File: src/rtl/pid_pkg.sv
// Shared widths, limits and the signed saturation helper for the drive current PID loop.
package pid_pkg;

  localparam int ERR_W     = 10;
  localparam int INTEG_W   = 18;
  localparam logic [INTEG_W-1:0] INTEG_MAX = 18'h1FFFF;
  localparam int PID_W     = 14;
  localparam int D_SAT_W   = 9;
  localparam int CURR_W    = 12;
  localparam logic [CURR_W-1:0] DRV_MAX = 12'hFFF;

  // Clamp a signed value into the range representable by a w-bit signed number.
  function automatic logic signed [31:0] sat_to_signed(input logic signed [31:0] v,
                                                       input int unsigned w);
    logic signed [31:0] hi;
    logic signed [31:0] lo;
    hi = (32'sd1 <<< (w - 1)) - 32'sd1;
    lo = -(32'sd1 <<< (w - 1));
    if (v > hi) begin
      return hi;
    end else if (v < lo) begin
      return lo;
    end
    return v;
  endfunction

endpackage

File: src/rtl/pid_err_hist.sv
// Error history shift register; err_old is the sample taken D_DEPTH ticks ago.
module pid_err_hist
  import pid_pkg::*;
#(
  parameter int D_DEPTH = 2
) (
  input  logic                    clk,
  input  logic                    rst_n,
  input  logic                    tick,
  input  logic signed [ERR_W-1:0] err_in,
  output logic signed [ERR_W-1:0] err_old
);

  logic signed [ERR_W-1:0] hist [D_DEPTH];

  always_ff @(posedge clk) begin
    if (!rst_n) begin
      for (int k = 0; k < D_DEPTH; k++) begin
        hist[k] <= '0;
      end
    end else if (tick) begin
      hist[0] <= err_in;
      for (int k = 1; k < D_DEPTH; k++) begin
        hist[k] <= hist[k-1];
      end
    end
  end

  assign err_old = hist[D_DEPTH-1];

endmodule

File: src/rtl/drive_pid.sv
// Motor current PID: P every clock, I and D on a decimated tick; drv_mag registered, 1 clock latency.
module drive_pid
  import pid_pkg::*;
#(
  parameter int DEC_W   = 20,
  parameter int D_DEPTH = 2
) (
  input  logic              clk,
  input  logic              rst_n,
  input  logic [CURR_W-1:0] target_curr,
  input  logic [CURR_W-1:0] avg_curr,
  input  logic              not_pedaling,
  output logic [CURR_W-1:0] drv_mag
);

  logic [DEC_W-1:0]         dec_cnt;
  logic                     tick;
  logic signed [CURR_W:0]   err;
  logic signed [ERR_W-1:0]  err_sat;
  logic signed [ERR_W-1:0]  err_old;
  logic signed [ERR_W:0]    d_diff;
  logic signed [D_SAT_W-1:0] d_sat;
  logic signed [PID_W-1:0]  p_term;
  logic signed [PID_W-1:0]  i_term;
  logic signed [PID_W-1:0]  d_term;
  logic signed [PID_W-1:0]  pid;
  logic [INTEG_W-1:0]       integ;
  logic signed [INTEG_W:0]  integ_sum;
  logic [INTEG_W-1:0]       integ_next;
  logic [CURR_W-1:0]        drv_next;

  assign tick = &dec_cnt;

  assign err     = $signed({1'b0, target_curr}) - $signed({1'b0, avg_curr});
  assign err_sat = ERR_W'(sat_to_signed(32'(err), ERR_W));

  pid_err_hist #(
    .D_DEPTH (D_DEPTH)
  ) u_err_hist (
    .clk     (clk),
    .rst_n   (rst_n),
    .tick    (tick),
    .err_in  (err_sat),
    .err_old (err_old)
  );

  // Differences up to +-1023 need one extra bit before the 9-bit clamp.
  assign d_diff = {err_sat[ERR_W-1], err_sat} - {err_old[ERR_W-1], err_old};
  assign d_sat  = D_SAT_W'(sat_to_signed(32'(d_diff), D_SAT_W));

  assign p_term = {{(PID_W-ERR_W){err_sat[ERR_W-1]}}, err_sat};
  assign i_term = {2'b00, integ[16:5]};
  assign d_term = {{(PID_W-D_SAT_W-1){d_sat[D_SAT_W-1]}}, d_sat, 1'b0};
  assign pid    = p_term + i_term + d_term;

  // integ is never negative, so zero-extending it keeps the sum exact in 19 bits.
  assign integ_sum = {1'b0, integ} + {{(INTEG_W+1-ERR_W){err_sat[ERR_W-1]}}, err_sat};

  always_comb begin
    integ_next = integ_sum[INTEG_W-1:0];
    if (integ_sum[INTEG_W]) begin
      integ_next = '0;
    end else if (integ_sum[INTEG_W-1]) begin
      integ_next = INTEG_MAX;
    end
  end

  always_comb begin
    drv_next = pid[CURR_W-1:0];
    if (pid < 14'sd0) begin
      drv_next = '0;
    end else if (pid > 14'sd4095) begin
      drv_next = DRV_MAX;
    end
  end

  always_ff @(posedge clk) begin
    if (!rst_n) begin
      dec_cnt <= '0;
      integ   <= '0;
      drv_mag <= '0;
    end else begin
      dec_cnt <= dec_cnt + DEC_W'(1);
      if (not_pedaling) begin
        integ   <= '0;
        drv_mag <= '0;
      end else begin
        drv_mag <= drv_next;
        if (tick) begin
          integ <= integ_next;
        end
      end
    end
  end

endmodule
File: config.mk
export PLATFORM = sky130hd
export DESIGN_NAME = drive_pid
export DESIGN_NICKNAME = d
export VERILOG_FILES = /design/src/rtl/pid_pkg.sv /design/src/rtl/pid_err_hist.sv /design/src/rtl/drive_pid.sv
export SDC_FILE = /design/constraint.sdc
export NUM_CORES = 1
export LEC_CHECK = 0
export ABC_CLOCK_PERIOD_IN_PS = 10100
export CAP_MARGIN = 10
export CELL_PAD_IN_SITES_DETAIL_PLACEMENT = 1
export CELL_PAD_IN_SITES_GLOBAL_PLACEMENT = 2
export CORE_MARGIN = 4
export CORE_UTILIZATION = 35
export DETAILED_ROUTE_END_ITERATION = 10
export PLACE_DENSITY = 0.77
export SLEW_MARGIN = 20
export SYNTH_ARGS = -nofsm -noshare
export SYNTH_HDL_FRONTEND = slang
export SYNTH_SLANG_ARGS = --single-unit
File: constraint.sdc
create_clock -name clk -period 10.1 [get_ports clk]
set_input_delay 2.02 -clock clk [delete_from_list [all_inputs] [get_ports clk]]
set_output_delay 2.02 -clock clk [all_outputs]
set_load 0.01 [all_outputs]
### Where the registers sit

The bar under the picture is 50 um long. Other sequential cells in the stronger grey, the rest of the logic in the fainter grey.
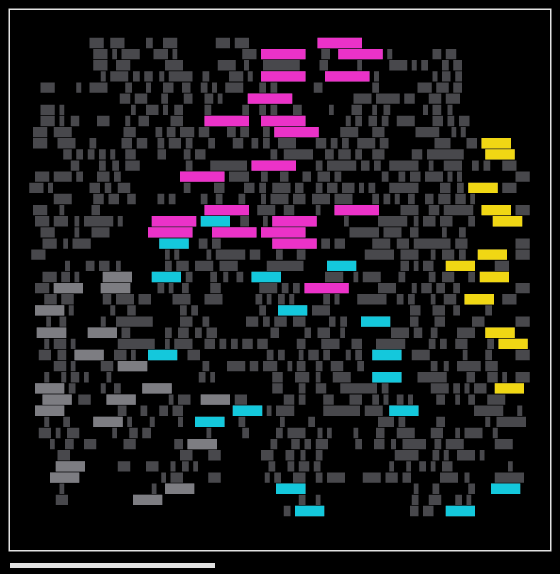
| netlist name | colour | placed flops |
|---|---|---|
| u_err_hist.hist | magenta | 20 |
| drv_mag | yellow | 12 |
| integ | cyan | 17 |
not coloured: 20
flip-flop and latch area: 1580 um^2
power attributed to sequential cells: 0.308 mW
final standard cell utilization of the core: 42.6%
sequential fraction of total cell area: 25.2%

### Clock network drawn from the DEF

The bar under the picture is 50 um long.
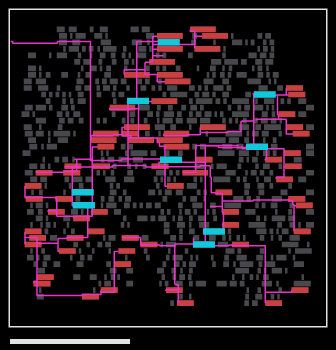
[flip-flops] red | count: 69
[clock wires] magenta | length: 1160 um
[clock-net drivers] cyan | count: 9
flops lie: spread over the die
reported clock group power: 0.300 mW
clock network latency to the later pin of the worst-skew pair: 340 ps

==> results.txt <==
flow finished, numbers: final standard cell area without fillers=6280 um^2, Worst Min Path Start=dec_cnt[0], CP delay by family, top=AND-OR/OR-AND gates, Critical Path AT=9710 ps, Placed Instances=833, mux frac, synth=0.210%, share of the synthesized area in the top cell type=18.3%, portion of the clock cycle consumed by the worst path in the final layout=93.9%, leading cell type in the layout, fill and taps excluded=sky130_fd_sc_hd__a21oi_1, core area=14800 um^2, flops & latches, synth=69, RePlAce Congestion=0.798, final critical path time including I/O delays and setup=9490 ps, main area contributors=sky130_fd_sc_hd__dfxtp_1, sky130_fd_sc_hd__ha_1, sky130_fd_sc_hd__edfxtp_1, cell taking the most area after synthesis=sky130_fd_sc_hd__dfxtp_1, via count of the first global-routing pass=4613, share of flip-flops with an asynchronous set or reset after synthesis=0%, hold_buf cts=0, endpoint type of the worst setup path=register, clock tree from TritonCTS=done, fraction of layout cells with a size suffix above 1=7.21%, setup TNS=0 ps, chip area=17400 um^2, DRC=0, end of the worst hold path=dec_cnt[0], Yosys chip area=5370 um^2, hold depth=1, antenna-violating nets left=0, Clk pin slew, worst setup/hold paths=60 ps, number of setup violations in the final report=0, Layout clock area frac=4.42%, number of flip-flops and latches=69, most frequent cell on the critical path=sky130_fd_sc_hd__a21oi_1, setup skew after layout=7.35 ps, max-slew violation count=0, total design power=1.27 mW, number of nets produced by synthesis=718, RSZ-0062 raised after global routing=no, Data buffer area share=7.49%, CP max stage cell=sky130_fd_sc_hd__fa_1, Yosys top cell by instances=sky130_fd_sc_hd__a21oi_1, class of the most critical setup path=primary input to register, Worst setup SP type=primary input, count of placed standard cells in the final layout, fillers left out=850, row count=44, synthesized instance count=619, Detailed Place HPWL=10.5 mm, Cell variety after synth=59, mean instance size in the synthesized netlist=8.67 um^2, # clock sinks=69, iteration-0 DRC count of the detailed router=180, sequential-to-total area share from yosys stat=29.5%, critical-path maximum fanout=12, outcome=finished, final reports clean, delay of the slowest critical-path stage=500 ps, Final Hold Vio Count=0, wire length of the first global-routing pass=22.7 mm, Reg-to-Reg End=drv_mag[2], Synth Flop Type=sky130_fd_sc_hd__dfxtp_1, most used standard cells in the synthesized netlist=sky130_fd_sc_hd__a21oi_1, sky130_fd_sc_hd__ha_1, sky130_fd_sc_hd__dfxtp_1, most used cells in the layout excluding fill and tap cells=sky130_fd_sc_hd__a21oi_1, sky130_fd_sc_hd__ha_1, sky130_fd_sc_hd__dfxtp_1, sky130_fd_sc_hd__inv_1, sky130_fd_sc_hd__nor2_1, number of filler cells placed in the layout=1713, Worst R2R Start=u_err_hist.hist[0][10], depth of the most critical reg-to-reg path=27, hold slack final=451 ps, headroom to the max-slew limit=40.1%, stage-log warning count=31, stages on the worst setup path=40, TritonRoute pass-1 iters=4, Combinational Gates=482, Clock Path Buffers=2, pwr/cell area=202 nW/um^2, Worst EP required=10320 ps, leading registers by flop count=dec_cnt: 20 flops, u_err_hist.hist: 20 flops, integ: 17 flops, tap cell instance count=184, dpl cell area=5970 um^2, clock root buffer=sky130_fd_sc_hd__clkbuf_16, main logic family after synthesis=AND-OR/OR-AND gates, nets@finish=760, number of maximum-capacitance violations=0, area fraction in and, or, nand and nor cells after synthesis=17.3%, area share of and-or/or-and cells after synthesis=19.7%, post-layout worst setup margin=612 ps, Tightest Pin Transition=894 ps, vertical extent of the die=132 um, initial antenna violation count=0, worst-case vdd ir drop=91.8 uV, non-clock buffer total of the final layout=50, summed instance area of the synthesized netlist=5370 um^2, worst reg-to-reg setup slack=4480 ps, area fraction in full adders, half adders and majority gates=19.0%, routed via count divided by cell count=5.25, number of cells in Yosys stat=619, # port buffers=38, Clock Buffer Count=11, antenna diode count=0, proportion of cell area occupied by multi-input gates=56.3%, largest cell class by area=combinational gates, number of ordinary inverters in the final layout=49, Inserted Clock Buffers=9, pin count of the biggest net entering global routing=22, Logic area=3540 um^2, Setup crit end=drv_mag[2], Warnings, synthesis=0, number of enable flip-flop cells=20, starting utilization of the core area=36.4%, worst hold-check path type=register to register, Congestion Overflow GR=0, worst path buffer plus inverter count=8, deepest level of the CTS H-tree=3, source of the critical timing path=target_curr[0], standby leakage power=2.67 nW, Area Overhead vs Synth=17.1%, fmax=0.105 GHz, I/O Pins=39, Die W=132 um, area share of xor/xnor cells in the synthesized design=9.28%, total via count after detailed routing=4459, worst slack after detailed placement=6.95 ps
### Signal wires by layer

The bar under the picture is 50 um long. Only two layers are drawn.
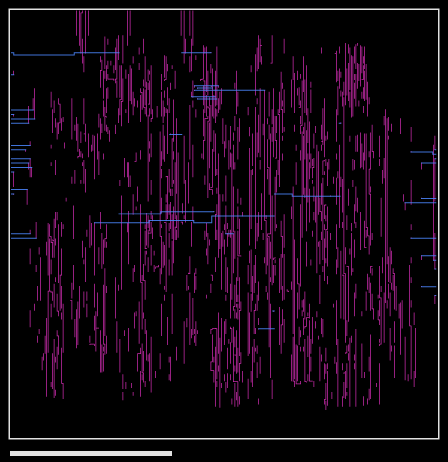
| layer | colour | wire length |
|---|---|---|
| M2 | magenta | 6460 um |
| M3 | blue | 323 um |
detailed-route wire length per cell: 15.8 um
aggregate global-route resource usage: 15.8%
total detailed-routing wirelength: 13.4 mm

==> routing by layer <==
metal,track usage (%),share of wire [%],vias to the layer above
li1,-,-,2268
met1,20.3,48,2130
met2,27.2,48,49
met3,2.63,2.4,12
met4,4.84,1.2,0
met5,0,0,-
==> cells by family (layout without fill, tap and decap cells) <==
group,after synthesis,count (layout)
AND-OR/OR-AND,176,176
XOR/XNOR,56,56
adder cells (fa/ha/maj),72,72
buffers and inverters,68,115
flip-flops,69,69
multiplexers,1,1
AND/OR/NAND/NOR,177,177
==> repair_timing <==
item	in CTS	in global routing
setup endpoints to repair	0	12
resized	0	7
buffers inserted	0	1
==> report_power, final <==
group / internal (mW) / total, mW / switching, mW
Sequential: 0.304 / 0.308 / 0.00470
Combinational: 0.290 / 0.659 / 0.369
Clock: 0.173 / 0.300 / 0.127
No activity file was given, so power comes from the tool's default toggle rates.
